<file path="src/rtl/regfile_pkg.sv">
// Shared definitions for the register-file write-queue front end.
package regfile_pkg;

    localparam int RF_ADDR_W      = 7;
    localparam int RF_DATA_W      = 13;
    localparam int RF_NUM_ENTRIES = 16;
    localparam int RF_DEPTH       = 4;

    typedef enum logic [0:0] {
        WRQ_INIT = 1'b0,
        WRQ_RUN  = 1'b1
    } wrq_state_e;

    typedef struct packed {
        logic [RF_ADDR_W-1:0] addr;
        logic [RF_DATA_W-1:0] data;
    } wr_req_t;

endpackage

</file>
<file path="src/rtl/wrq_fifo.sv">
// In-order write-request queue; exposes every slot plus an occupancy mask
// so the parent can search pending writes for forwarding.
module wrq_fifo
    import regfile_pkg::*;
#(
    parameter int  DEPTH = RF_DEPTH,
    parameter type T     = wr_req_t,
    localparam int PW    = $clog2(DEPTH),
    localparam int CW    = PW + 1
) (
    input  logic             clk,
    input  logic             rst_n,
    input  logic             i_push,
    input  T                 i_din,
    input  logic             i_pop,
    output T                 o_head,
    output T [DEPTH-1:0]     o_entries,
    output logic [DEPTH-1:0] o_valid,
    output logic [PW-1:0]    o_tail,
    output logic [CW-1:0]    o_count,
    output logic             o_full,
    output logic             o_empty
);

    T [DEPTH-1:0]  r_mem;
    logic [PW-1:0] r_head;
    logic [PW-1:0] r_tail;
    logic [CW-1:0] r_count;
    logic          w_push;
    logic          w_pop;
    logic [PW-1:0] w_off;

    assign o_full  = (r_count == CW'(DEPTH));
    assign o_empty = (r_count == '0);
    assign w_push  = i_push && !o_full;
    assign w_pop   = i_pop && !o_empty;

    // Payload storage carries no reset; occupancy is tracked by the pointers.
    always_ff @(posedge clk) begin
        if (w_push) begin
            r_mem[r_tail] <= i_din;
        end
    end

    always_ff @(posedge clk or negedge rst_n) begin
        if (!rst_n) begin
            r_head  <= '0;
            r_tail  <= '0;
            r_count <= '0;
        end else begin
            if (w_push) begin
                r_tail <= r_tail + PW'(1);
            end
            if (w_pop) begin
                r_head <= r_head + PW'(1);
            end
            case ({w_push, w_pop})
                2'b10:   r_count <= r_count + CW'(1);
                2'b01:   r_count <= r_count - CW'(1);
                default: r_count <= r_count;
            endcase
        end
    end

    always_comb begin
        o_valid = '0;
        w_off   = '0;
        for (int i = 0; i < DEPTH; i++) begin
            w_off      = PW'(i) - r_head;
            o_valid[i] = ({1'b0, w_off} < r_count);
        end
    end

    assign o_head    = r_mem[r_head];
    assign o_entries = r_mem;
    assign o_tail    = r_tail;
    assign o_count   = r_count;

endmodule

</file>
<file path="src/rtl/regfile_wr_queue.sv">
// Write-side front end of the 1R1W register file: post-reset clear sweep,
// queued writes drained one per cycle, and youngest-match read forwarding.
//
//   state    | meaning
//   WRQ_INIT | sweeping zeros into entries 0..NUM_ENTRIES-1, no traffic accepted
//   WRQ_RUN  | accepting requests, draining the queue to the regfile port
module regfile_wr_queue
    import regfile_pkg::*;
#(
    parameter int  ADDR_W      = RF_ADDR_W,
    parameter int  DATA_W      = RF_DATA_W,
    parameter int  NUM_ENTRIES = RF_NUM_ENTRIES,
    parameter int  DEPTH       = RF_DEPTH,
    localparam int PW          = $clog2(DEPTH),
    localparam int CW          = PW + 1
) (
    input  logic              clk,
    input  logic              rst_n,
    input  logic              wr_valid,
    output logic              wr_ready,
    input  logic [ADDR_W-1:0] wr_addr,
    input  logic [DATA_W-1:0] wr_data,
    input  logic              rf_stall,
    output logic              rf_we,
    output logic [ADDR_W-1:0] rf_waddr,
    output logic [DATA_W-1:0] rf_wdata,
    input  logic [ADDR_W-1:0] fwd_addr,
    output logic              fwd_hit,
    output logic [DATA_W-1:0] fwd_data,
    output logic              init_busy,
    output logic [CW-1:0]     count
);

    typedef struct packed {
        logic [ADDR_W-1:0] addr;
        logic [DATA_W-1:0] data;
    } req_t;

    wrq_state_e        r_state;
    logic [ADDR_W-1:0] r_init_cnt;

    req_t              w_din;
    req_t              w_head;
    req_t [DEPTH-1:0]  w_entries;
    logic [DEPTH-1:0]  w_valid;
    logic [PW-1:0]     w_tail;
    logic [PW-1:0]     w_idx;
    logic              w_full;
    logic              w_empty;
    logic              w_push;
    logic              w_pop;

    assign wr_ready  = (r_state == WRQ_RUN) && !w_full;
    assign w_push    = wr_valid && wr_ready;
    assign w_din     = '{addr: wr_addr, data: wr_data};
    assign w_pop     = (r_state == WRQ_RUN) && rf_we;
    assign init_busy = (r_state == WRQ_INIT);

    wrq_fifo #(
        .DEPTH (DEPTH),
        .T     (req_t)
    ) u_fifo (
        .clk       (clk),
        .rst_n     (rst_n),
        .i_push    (w_push),
        .i_din     (w_din),
        .i_pop     (w_pop),
        .o_head    (w_head),
        .o_entries (w_entries),
        .o_valid   (w_valid),
        .o_tail    (w_tail),
        .o_count   (count),
        .o_full    (w_full),
        .o_empty   (w_empty)
    );

    // No regfile writes at all while reset is held, even though the state reads INIT.
    always_comb begin
        rf_we    = 1'b0;
        rf_waddr = '0;
        rf_wdata = '0;
        if (rst_n) begin
            if (r_state == WRQ_INIT) begin
                rf_we    = !rf_stall;
                rf_waddr = r_init_cnt;
            end else begin
                rf_we    = !w_empty && !rf_stall;
                rf_waddr = w_head.addr;
                rf_wdata = w_head.data;
            end
        end
    end

    always_ff @(posedge clk or negedge rst_n) begin
        if (!rst_n) begin
            r_state    <= WRQ_INIT;
            r_init_cnt <= '0;
        end else if (r_state == WRQ_INIT && rf_we) begin
            if (r_init_cnt == ADDR_W'(NUM_ENTRIES - 1)) begin
                r_state    <= WRQ_RUN;
                r_init_cnt <= '0;
            end else begin
                r_init_cnt <= r_init_cnt + ADDR_W'(1);
            end
        end
    end

    // Walk oldest to youngest so the last match (tail-1 side) wins the priority.
    always_comb begin
        fwd_hit  = 1'b0;
        fwd_data = '0;
        w_idx    = '0;
        if (r_state == WRQ_RUN) begin
            for (int k = DEPTH - 1; k >= 0; k--) begin
                w_idx = w_tail - PW'(k + 1);
                if (w_valid[w_idx] && (w_entries[w_idx].addr == fwd_addr)) begin
                    fwd_hit  = 1'b1;
                    fwd_data = w_entries[w_idx].data;
                end
            end
        end
    end

endmodule

</file>
<file path="config.mk">
export PLATFORM = sky130hd
export DESIGN_NAME = regfile_wr_queue
export DESIGN_NICKNAME = d
export VERILOG_FILES = /design/src/rtl/regfile_pkg.sv /design/src/rtl/wrq_fifo.sv /design/src/rtl/regfile_wr_queue.sv
export SDC_FILE = /design/constraint.sdc
export NUM_CORES = 1
export LEC_CHECK = 0
export ABC_AREA = 1
export CELL_PAD_IN_SITES_DETAIL_PLACEMENT = 1
export CELL_PAD_IN_SITES_GLOBAL_PLACEMENT = 1
export CORE_ASPECT_RATIO = 2
export CORE_MARGIN = 1.5
export CORE_UTILIZATION = 42
export CTS_CLUSTER_SIZE = 14
export DETAILED_ROUTE_END_ITERATION = 8
export PLACE_DENSITY = 0.85
export SYNTH_ARGS = -nofsm -noshare
export SYNTH_HDL_FRONTEND = slang
export SYNTH_SLANG_ARGS = --single-unit
export TNS_END_PERCENT = 100
</file>
<file path="constraint.sdc">
create_clock -name clk -period 3.8 [get_ports clk]
set_clock_uncertainty 0.2 [all_clocks]
set_input_delay 0.38 -clock clk [delete_from_list [all_inputs] [get_ports clk]]
set_output_delay 0.38 -clock clk [all_outputs]
set_load 0.1 [all_outputs]
</file>
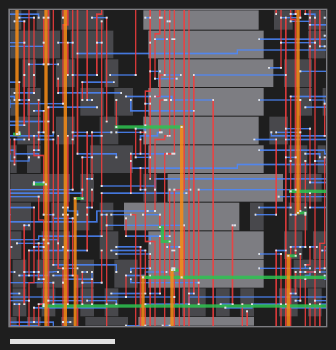
Figure 1: layout detail.
Bar = 10 µm. Region (32, 78) to (62, 108) µm. Cells in grey, sequential cells in the stronger grey; small squares are vias.
[red] met2
[orange] met4
[blue] met1
[green] met3
sequential cells in the window: 10
netlist names of flops here include: u_fifo.o_entries (10)
most frequent: nand2_1 (17), edfxtp_1 (10), nand3_1 (8)
cells with their middle in the window: 62

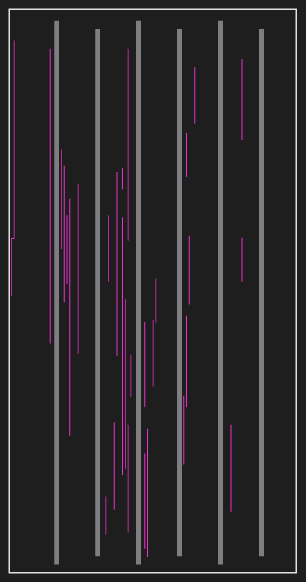
Figure 2: metal 4.
Supply wires on this layer in grey.
nets with wire on the layer: 25
wire length on this layer: 1110 µm
longest straight run: 97.2 µm

==> run summary <==
Implementation summary

The total number of H-tree levels is 3. The data arrival at the endpoint of the critical path is 3.07 ns. The yosys stat cell total is 995. The core area is 16400 µm².

The largest fanout on the critical path is 30. OpenROAD emitted warnings numbering 31. The repair_antennas step left the layout with diodes totalling 0.

For the worst reg-to-reg path, the endpoint reported by OpenROAD is u_fifo.o_count[2]$_DFFE_PN0P_. The run finished with clean final reports. After the first detailed-routing iteration, the DRC count stood at 225. The count of state elements after synthesis is 95. The tool flagged a number of max-cap violations equal to 0. The main area contributors are sky130_fd_sc_hd__edfxtp_1 34%, sky130_fd_sc_hd__nand2_1 17%, sky130_fd_sc_hd__nand3_1 9.5%, sky130_fd_sc_hd__o21ai_0 9.2%, sky130_fd_sc_hd__dfrtp_1 5.3%. The average vias per placed instance is 5.62. The post-DP HPWL is 17.5 mm. The area taken by multi-input logic gates is 3770 µm². The analysis attributes to cell leakage a power of 0.00379 µW. The final count of hold timing violations is 0. Per the detail_route report, DRC violations left total 0. The origin of the worst setup path is u_fifo.o_tail[1]$_DFFE_PN0P_. The final routed wirelength across all metal layers is 22.7 mm.

The number of nets in the layout is 1086. The worst setup path is launched from a register.
-- cell type report --
type	count	share of cell area [%]
tap	204	2.91
clock buffer	13	2.85
inverter	103	4.43
sequential	95	31.7
multi-input combinational	736	43.0
clock inverter	3	0.499
timing repair buffer	99	14.7
-- worst register-to-register path, delay by kind of cell, from the launching register on --
family | cells | cell delay (ns)
flip-flops | 1 | 0.57
adder cells (fa/ha/maj) | 2 | 0.51
buffers and inverters | 4 | 0.48
AND-OR/OR-AND | 3 | 0.41
AND/OR/NAND/NOR | 2 | 0.25
XOR/XNOR | 1 | 0.16
-- stage by stage --
step	setup TNS (ns)	hold WS (ns)	std cells	instance area, µm²	util, %
floorplan	-0.00115	-0.116	995	7210	-
finish	0	0.218	1253	8780	53.7
detailed placement	0	0.286	1236	8420	51.5
global route	-0.0214	0.248	1253	8780	53.7
CTS	0	0.220	1252	8710	53.3
global placement	0	0.279	1236	8420	51.5
-- registers in the layout, indices dropped and copies added, names as in the netlist --
name and flops:
r_state 1, r_init_cnt 7, u_fifo.o_count 3, u_fifo.o_entries 80
u_fifo.o_tail 2, u_fifo.r_head 2
-- how the worst min path moves through the flow --
stage,slack [ns],to
2_1_floorplan,-0.12,r_init_cnt[0]$_DFFE_PN0P_
3_3_place_gp,0.28,r_init_cnt[6]$_DFFE_PN0P_
3_5_place_dp,0.29,r_init_cnt[6]$_DFFE_PN0P_
4_1_cts,0.22,u_fifo.o_count[2]$_DFFE_PN0P_
5_1_grt,0.25,r_init_cnt[0]$_DFFE_PN0P_
6_report,0.22,u_fifo.o_count[2]$_DFFE_PN0P_
-- timing repair --
item                                    in CTS  in global routing
endpoints found under the setup margin       7                 14
hold buffers                                 0                  0
pin swaps                                    0                  2
gates resized                                1                 13
endpoints found under the hold margin        0                  0
gates cloned                                 0                  1
-- cell usage in the layout (no fill, tap or decap), drive strengths merged --
cell           synthesis  layout
xor2                  13      13
a21oi                 27      27
buf                   34      65
clkbuf                27      14
bufinv                 0       1
or2                    1       1
xnor2                  1       1
o22ai                  1       1
nand3b                13      13
nand3                134     134
clkdlybuf4s50          0      33
o211ai                 8       8
mux2i                  2       2
clkinv                 0       2
edfxtp                80      80
o21ai                145     145
nand4                  4       4
a31oi                  1       1
nor2                  37      37
nor3                   1       1
dfrtp                 15      15
inv                  103     103
a221oi                20      20
nand2                316     316
fa                     1       1
ha                    10      10
nor3b                  1       1
-- kinds of logic after synthesis --
group / Yosys count / share of synthesized area [%]
adder cells (fa/ha/maj): 11 / 2.06
AND-OR/OR-AND: 202 / 15.8
AND/OR/NAND/NOR: 507 / 30.9
flip-flops: 95 / 39.5
buffers and inverters: 164 / 9.75
multiplexers: 2 / 0.285
XOR/XNOR: 14 / 1.74
-- metal layers --
layer	wire, µm	global-route usage [%]	vias to the layer above
li1	-	-	3427
met3	480	2.41	63
met4	1110	16.9	0
met2	13100	52.2	137
met5	0	0	-
met1	8020	26.3	3412
-- power breakdown --
part | leakage [µW] | total (µW) | switching (µW) | internal [µW]
clock network | 0.000144 | 878 | 350 | 528
registers | 0.000916 | 1500 | 139 | 1360
logic | 0.00273 | 5870 | 4060 | 1810
No activity file was given, so power comes from the tool's default toggle rates.
